==> src/rtl/energy_ratio_pkg.sv <==
// ============================================================================
// energy_ratio_pkg
// Shared constants, pipeline-stage encoding and helpers for energy_ratio_calc.
// Revision: 1.0
// ============================================================================
`default_nettype none

package energy_ratio_pkg;

    localparam int WIN_DEF       = 64;
    localparam int SUM_W         = 16 + $clog2(WIN_DEF);
    localparam int RATIO_W       = 10;
    localparam int RATIO_MAX_DEF = 1023;
    localparam int LATENCY       = 13;

    typedef enum logic [2:0] {
        ST_IDLE = 3'd0,
        ST_SUM  = 3'd1,
        ST_LOAD = 3'd2,
        ST_DIV  = 3'd3,
        ST_OUT  = 3'd4
    } stage_t;

    // Clamp a 32-bit unsigned value into 16 bits.
    function automatic logic [15:0] sat16(input logic [31:0] v);
        return (|v[31:16]) ? 16'hFFFF : v[15:0];
    endfunction

endpackage

`default_nettype wire

==> src/rtl/energy_ratio_calc_divider.sv <==
// ============================================================================
// ratio_divider
// Restoring divider producing a 10-bit quotient of (num<<FRAC_BITS)/den with
// zero-denominator and overflow saturation. Fixed 10-cycle run after start.
// Revision: 1.0
// ============================================================================
`default_nettype none

module ratio_divider #(
    parameter int NUM_W     = 22,
    parameter int FRAC_BITS = 0,
    parameter int RATIO_MAX = 1023
) (
    input  logic             clk,
    input  logic             rst_n,
    input  logic             start,
    input  logic [NUM_W-1:0] num,
    input  logic [NUM_W-1:0] den,
    output logic             done,
    output logic [9:0]       q
);

    localparam int DW    = NUM_W + FRAC_BITS;  // scaled dividend width
    localparam int CW    = NUM_W + 10;         // width for the overflow compare
    localparam int REM_W = NUM_W + 1;          // remainder never exceeds 2*den

    logic [DW-1:0]    dividend;
    logic             ovf;
    logic [REM_W-1:0] rem;
    logic [REM_W-1:0] rem_shift;
    logic [9:0]       low;
    logic [9:0]       quo;
    logic [NUM_W-1:0] den_r;
    logic [3:0]       cnt;
    logic             fixed;
    logic [9:0]       fix_val;

    assign dividend  = DW'(num) << FRAC_BITS;
    assign ovf       = CW'(dividend) >= {den, 10'b0};
    assign rem_shift = {rem[REM_W-2:0], low[9]};
    assign q         = fixed ? fix_val : quo;

    // Load operands on start, then one restoring step per cycle for 10 cycles.
    always_ff @(posedge clk) begin
        if (!rst_n) begin
            rem     <= '0;
            low     <= '0;
            quo     <= '0;
            den_r   <= '0;
            cnt     <= '0;
            fixed   <= 1'b0;
            fix_val <= '0;
            done    <= 1'b0;
        end else begin
            done <= 1'b0;
            if (start) begin
                // Upper dividend bits are already below den once overflow is excluded.
                rem     <= REM_W'(dividend >> 10);
                low     <= dividend[9:0];
                quo     <= '0;
                den_r   <= den;
                cnt     <= 4'd10;
                fixed   <= (den == '0) || ovf;
                fix_val <= ((den == '0) && (num == '0)) ? 10'd0 : 10'(RATIO_MAX);
            end else if (cnt != 4'd0) begin
                if (rem_shift >= {1'b0, den_r}) begin
                    rem <= rem_shift - {1'b0, den_r};
                    quo <= {quo[8:0], 1'b1};
                end else begin
                    rem <= rem_shift;
                    quo <= {quo[8:0], 1'b0};
                end
                low <= {low[8:0], 1'b0};
                cnt <= cnt - 4'd1;
                if (cnt == 4'd1) begin
                    done <= 1'b1;
                end
            end
        end
    end

endmodule

`default_nettype wire

==> src/rtl/energy_ratio_calc.sv <==
// ============================================================================
// energy_ratio_calc
// Sliding dual-window power sums and front/back, back/front energy ratios.
// Revision: 1.0
// ============================================================================
`default_nettype none

module energy_ratio_calc
    import energy_ratio_pkg::*;
#(
    parameter int WIN       = WIN_DEF,
    parameter int PWR_SHIFT = 14,
    parameter int FRAC_BITS = 0,
    parameter int RATIO_MAX = RATIO_MAX_DEF
) (
    input  logic               clk,
    input  logic               rst_n,
    input  logic [15:0]        din,
    input  logic               din_valid,
    output logic               din_ready,
    output logic [RATIO_W-1:0] fb_ratio,
    output logic [RATIO_W-1:0] bf_ratio,
    output logic               ratio_valid,
    output logic               windows_full
);

    localparam int DEPTH = 2 * WIN;
    localparam int AW    = $clog2(DEPTH);
    localparam int FW    = $clog2(DEPTH + 1);
    localparam int SW    = 16 + $clog2(WIN);
    localparam logic [FW-1:0] WIN_CNT   = FW'(WIN);
    localparam logic [FW-1:0] DEPTH_CNT = FW'(DEPTH);
    localparam logic [AW-1:0] WIN_OFS   = AW'(WIN);

    stage_t state, state_nxt;

    logic [15:0]        ram [DEPTH];
    logic [AW-1:0]      wr_ptr;
    logic [FW-1:0]      fill_cnt;
    logic signed [31:0] din_ext;
    logic signed [31:0] sq;
    logic [31:0]        sq_sh;
    logic [15:0]        p_new;
    logic [15:0]        p_reg, p_mid_reg, p_old_reg;
    logic [SW-1:0]      front_sum, back_sum;
    logic               accept;
    logic               div_start;
    logic               fb_done, bf_done;
    logic [9:0]         fb_q, bf_q;
    logic               full_now;

    assign din_ext  = 32'(signed'(din));
    assign sq       = din_ext * din_ext;
    assign sq_sh    = sq >> PWR_SHIFT;
    assign p_new    = sat16(sq_sh);
    assign accept   = din_valid && din_ready;
    assign full_now = (fill_cnt == DEPTH_CNT);

    // Delay-line write; contents deliberately survive reset.
    always_ff @(posedge clk) begin
        if (accept) begin
            ram[wr_ptr] <= p_new;
        end
    end

    // Capture power and gated taps (read before write) on accept.
    always_ff @(posedge clk) begin
        if (!rst_n) begin
            wr_ptr    <= '0;
            fill_cnt  <= '0;
            p_reg     <= '0;
            p_mid_reg <= '0;
            p_old_reg <= '0;
        end else if (accept) begin
            p_reg     <= p_new;
            p_mid_reg <= (fill_cnt >= WIN_CNT) ? ram[wr_ptr - WIN_OFS] : 16'd0;
            p_old_reg <= full_now ? ram[wr_ptr] : 16'd0;
            wr_ptr    <= wr_ptr + AW'(1);
            if (!full_now) begin
                fill_cnt <= fill_cnt + FW'(1);
            end
        end
    end

    // Slide both windows by one sample.
    always_ff @(posedge clk) begin
        if (!rst_n) begin
            front_sum <= '0;
            back_sum  <= '0;
        end else if (state == ST_SUM) begin
            front_sum <= front_sum + SW'(p_reg) - SW'(p_mid_reg);
            back_sum  <= back_sum + SW'(p_mid_reg) - SW'(p_old_reg);
        end
    end

    ratio_divider #(
        .NUM_W     (SW),
        .FRAC_BITS (FRAC_BITS),
        .RATIO_MAX (RATIO_MAX)
    ) u_fb_div (
        .clk   (clk),
        .rst_n (rst_n),
        .start (div_start),
        .num   (front_sum),
        .den   (back_sum),
        .done  (fb_done),
        .q     (fb_q)
    );

    ratio_divider #(
        .NUM_W     (SW),
        .FRAC_BITS (FRAC_BITS),
        .RATIO_MAX (RATIO_MAX)
    ) u_bf_div (
        .clk   (clk),
        .rst_n (rst_n),
        .start (div_start),
        .num   (back_sum),
        .den   (front_sum),
        .done  (bf_done),
        .q     (bf_q)
    );

    // Pipeline stage register.
    always_ff @(posedge clk) begin
        if (!rst_n) begin
            state <= ST_IDLE;
        end else begin
            state <= state_nxt;
        end
    end

    // Stage sequencing; a new sample may enter while the result is presented.
    always_comb begin
        state_nxt = state;
        din_ready = 1'b0;
        div_start = 1'b0;
        case (state)
            ST_IDLE, ST_OUT: begin
                din_ready = 1'b1;
                state_nxt = din_valid ? ST_SUM : ST_IDLE;
            end
            ST_SUM:  state_nxt = ST_LOAD;
            ST_LOAD: begin
                div_start = 1'b1;
                state_nxt = ST_DIV;
            end
            ST_DIV:  state_nxt = (fb_done && bf_done) ? ST_OUT : ST_DIV;
            default: state_nxt = ST_IDLE;
        endcase
    end

    // Register ratios when both dividers finish; zero until windows are full.
    always_ff @(posedge clk) begin
        if (!rst_n) begin
            fb_ratio     <= '0;
            bf_ratio     <= '0;
            ratio_valid  <= 1'b0;
            windows_full <= 1'b0;
        end else begin
            ratio_valid <= 1'b0;
            if ((state == ST_DIV) && fb_done && bf_done) begin
                fb_ratio     <= full_now ? fb_q : '0;
                bf_ratio     <= full_now ? bf_q : '0;
                windows_full <= full_now;
                ratio_valid  <= 1'b1;
            end
        end
    end

endmodule

`default_nettype wire
==> config.mk <==
export PLATFORM = sky130hd
export DESIGN_NAME = energy_ratio_calc
export DESIGN_NICKNAME = d
export VERILOG_FILES = /design/src/rtl/energy_ratio_pkg.sv /design/src/rtl/energy_ratio_calc_divider.sv /design/src/rtl/energy_ratio_calc.sv
export SDC_FILE = /design/constraint.sdc
export NUM_CORES = 2
export LEC_CHECK = 0
export CAP_MARGIN = 20
export CORE_MARGIN = 2
export CORE_UTILIZATION = 55
export CTS_BUF_LIST = sky130_fd_sc_hd__clkbuf_4 sky130_fd_sc_hd__clkbuf_8
export DETAILED_ROUTE_END_ITERATION = 10
export GPL_TIMING_DRIVEN = 1
export PLACE_DENSITY = 0.71
export SYNTH_ARGS = -nofsm -noshare
export SYNTH_HDL_FRONTEND = slang
export SYNTH_SLANG_ARGS = --single-unit
==> constraint.sdc <==
create_clock -name clk -period 27.4 [get_ports clk]
set_input_delay 5.48 -clock clk [delete_from_list [all_inputs] [get_ports clk]]
set_output_delay 5.48 -clock clk [all_outputs]
set_load 0.01 [all_outputs]
==> flow_summary.toml <==
# generated from flow reports
[synth]
netlist_logic_family_top = "multiplexers"
yosys.cell_types.count = 84
netlist.top_cell.by_instances = "sky130_fd_sc_hd__edfxtp_1"
simple_gate_share_pct = 4.95
flop_cell = "sky130_fd_sc_hd__edfxtp_1"
number_of_flops_mapped_to_enable_cells_by_yosys = 2048
yosys-top-cells-count = "2,048 x sky130_fd_sc_hd__edfxtp_1, 699 x sky130_fd_sc_hd__mux4_2, 551 x sky130_fd_sc_hd__inv_1"
yosys_warnings = 0
synth_stat.cells = 8128
post_synth_arst_share_pct = 0
yosys.area.top_type = "sky130_fd_sc_hd__edfxtp_1"
postSynthRegisterBits = 2328
yosys.area_share.aoi_pct = 10.7

[worst_setup_path]
kind_of_critical_path = "primary input to flip-flop"
worstPathArrival_ps = 14560
worstPathMaxFanout = 65
endpoint_kind = "flip-flop"

[global_routing]
total_grt_overflow = 0
grtUsageTotal_pct = 37.1
first_global_vias = 80826
initial_antenna_violation_count = 42

[sta]
grt_setup_unrepaired = "no"
hold_violations = 0
drv_slew = 0
post-route-period-util_pct = 50.5
setup_tns_after_final_layout_ps = 0
max_slew_margin_pct = 4.84
holdWs_ps = 455
worst_pin_slew_ps = 1410
max_clock_freq_mhz = 72.3
timing.clock.skew_ps = 80.9

[placed_design]
placement.cell_area_um2 = 122000
hpwl_mm = 246
numPortBuffers = 41
post-place-ws_ps = 12610
gpl.final_weighted_congestion = 0.938
place.detailed.instances = 10637

[cells_and_area]
area_growth_syn_to_layout_pct = 9.93
largest-register = "ram"
layout.area.seq_um2 = 67100
multiInputGateArea_um2 = 46800
comb_area_share_pct = 36.2
inv_count = 558
ant_diodes = 28
largest_cell_class = "registers"
final-clk-cell-share_pct = 5.52
layout.clock_buffers = 498
drive_gt1_share_pct = 21.8
final_net_count = 8700
n_all_buffers = 274

[cts]
cts_setup_buffers = 0
root_buffer = "sky130_fd_sc_hd__clkbuf_8"
cts_inserted_buffers = 377
cts_htree_levels = 5
cts.hold.buffers_added = 0
max-clock-path-buffers = 4

[floorplanning]
fp-utilization_pct = 55.4
dieHeight_um = 466
die_footprint_um2 = 217000
dieWidth_um = 466

[routing]
drt.antenna.violating_nets = 0
drc_violation_count_after_routing = 0
dr.first_iter.drc_count = 15233
via_count_normalized_by_instance_count = 7.35

[run_status]
run_status = "finished, final reports clean"

[flow_run]
max_cap_violations = 0
[worst max-delay path, cell delays in order]
cell and delay, ps:
sky130_fd_sc_hd__clkdlybuf4s50_1 870, sky130_fd_sc_hd__inv_1 420, sky130_fd_sc_hd__nor2_1 320, sky130_fd_sc_hd__fa_1 620
sky130_fd_sc_hd__fa_1 880, sky130_fd_sc_hd__fa_1 520, sky130_fd_sc_hd__fa_1 510, sky130_fd_sc_hd__fa_1 520
sky130_fd_sc_hd__inv_1 60, sky130_fd_sc_hd__fa_1 480, sky130_fd_sc_hd__inv_1 40, sky130_fd_sc_hd__ha_1 350
sky130_fd_sc_hd__o21a_1 140, sky130_fd_sc_hd__o211ai_1 140, sky130_fd_sc_hd__o21ai_0 160, sky130_fd_sc_hd__a2111o_1 440
sky130_fd_sc_hd__a31oi_1 260, sky130_fd_sc_hd__o21ai_0 180, sky130_fd_sc_hd__a31oi_4 150, sky130_fd_sc_hd__buf_4 600
sky130_fd_sc_hd__nand2_4 630, sky130_fd_sc_hd__buf_4 600
[per-layer routing]
layer | GRT usage [%] | share of wire [%] | vias up
met2 | 53.7 | 43 | 8102
met3 | 15.6 | 17 | 1810
met5 | 0.417 | 0.079 | -
li1 | - | - | 32213
met1 | 45.7 | 32 | 41051
met4 | 24.1 | 7.8 | 38
[cells in the final DEF (no fill, tap or decap), types with 29 or more instances in the layout]
cell type,instances
sky130_fd_sc_hd__clkinv_2,43
sky130_fd_sc_hd__nand3_1,63
sky130_fd_sc_hd__xor2_1,30
sky130_fd_sc_hd__and2_1,44
sky130_fd_sc_hd__clkinv_1,88
sky130_fd_sc_hd__a41oi_1,38
sky130_fd_sc_hd__nor2_2,60
sky130_fd_sc_hd__clkbuf_4,103
sky130_fd_sc_hd__a22oi_1,457
sky130_fd_sc_hd__ha_1,207
sky130_fd_sc_hd__a22o_1,81
sky130_fd_sc_hd__inv_1,550
sky130_fd_sc_hd__dfxtp_1,269
sky130_fd_sc_hd__o211ai_1,31
sky130_fd_sc_hd__xnor2_1,76
sky130_fd_sc_hd__a211oi_1,29
sky130_fd_sc_hd__mux2i_1,118
sky130_fd_sc_hd__mux4_2,699
sky130_fd_sc_hd__nor2_4,71
sky130_fd_sc_hd__nor2_1,279
sky130_fd_sc_hd__mux2_2,143
sky130_fd_sc_hd__nor3_1,47
sky130_fd_sc_hd__fa_1,268
sky130_fd_sc_hd__a21o_1,51
sky130_fd_sc_hd__clkbuf_8,399
sky130_fd_sc_hd__a21oi_1,368
sky130_fd_sc_hd__nand2_1,521
sky130_fd_sc_hd__o21ai_0,230
sky130_fd_sc_hd__nand4_1,71
sky130_fd_sc_hd__a221oi_1,226
sky130_fd_sc_hd__edfxtp_1,2048
sky130_fd_sc_hd__buf_4,206
sky130_fd_sc_hd__clkdlybuf4s50_1,40
sky130_fd_sc_hd__a31oi_1,72
[final timing paths]
check                                       start                 to  slack [ps]  depth (start not counted)
worst max-delay path                      din[15]        ram[125][7]       13560                         22
worst min-delay path            u_fb_div.den_r[5]  u_fb_div.den_r[5]         460                          2
worst max register to register          flip-flop       p_old_reg[3]       20590                          9
worst min register to register  u_fb_div.den_r[5]  u_fb_div.den_r[5]         460                          2
### Placed cells, one colour a class

Bar = 100 um.
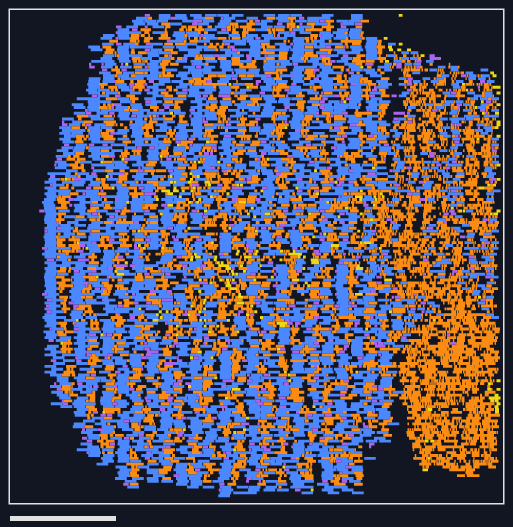
Orange marks remaining logic cells, cells 5,225, share of their area 39%. Purple marks clock drivers and dummy loads, cells 646, share of their area 5.7%. Yellow marks remaining buffers and delay cells, cells 274, share of their area 1.9%. Blue marks sequential cells, cells 2,328, share of their area 53%.
area of all placed cells without fillers: 129,000 um2
final cell utilization of the core: 60.9%
Rows: 169
Core Box Area: 212,000 um2
sequential share of cell area: 52.0%

### Cell placement

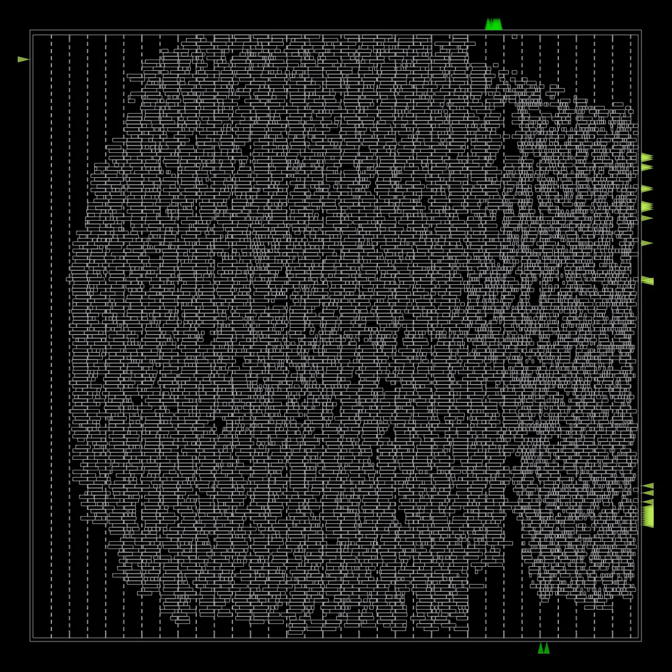
number of standard cells in the final layout excluding fillers: 11.3k
number of fill cells: 15.6k
count of sequential standard cells: 2,328
number of tap instances: 2,821

### Metal 2

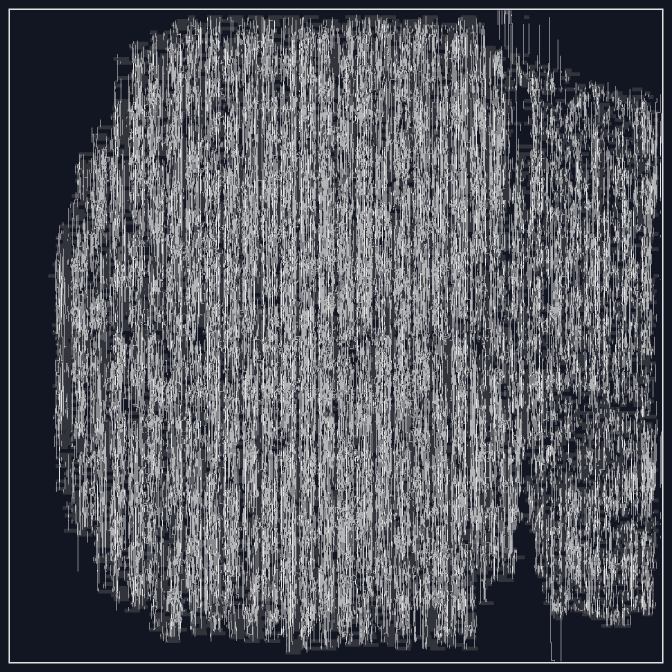
The wires run mostly vertical. 7,681 nets have wire on it. The longest straight run is 123 um.
met2 demand-to-capacity share in global routing: 53.7%
wire length after detailed routing: 406 mm
Vias: 83.2k

### Clock wires, drivers and flops

Bar = 100 um.
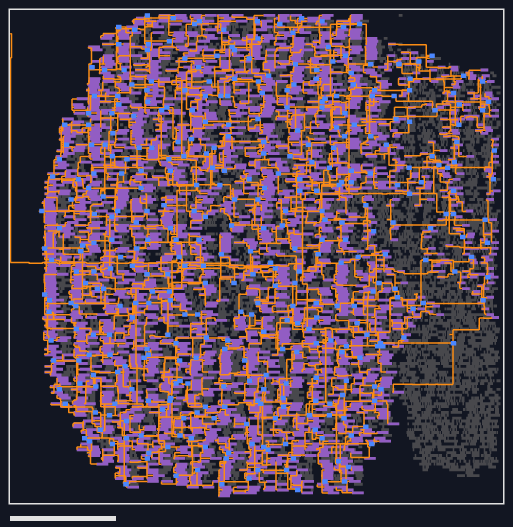
Orange marks clock wires, length 28.3 mm. Blue marks clock-net drivers, count 377. Purple marks flip-flops, count 2,328.
There are 378 routed clock nets. Position of the flops: spread over the die.

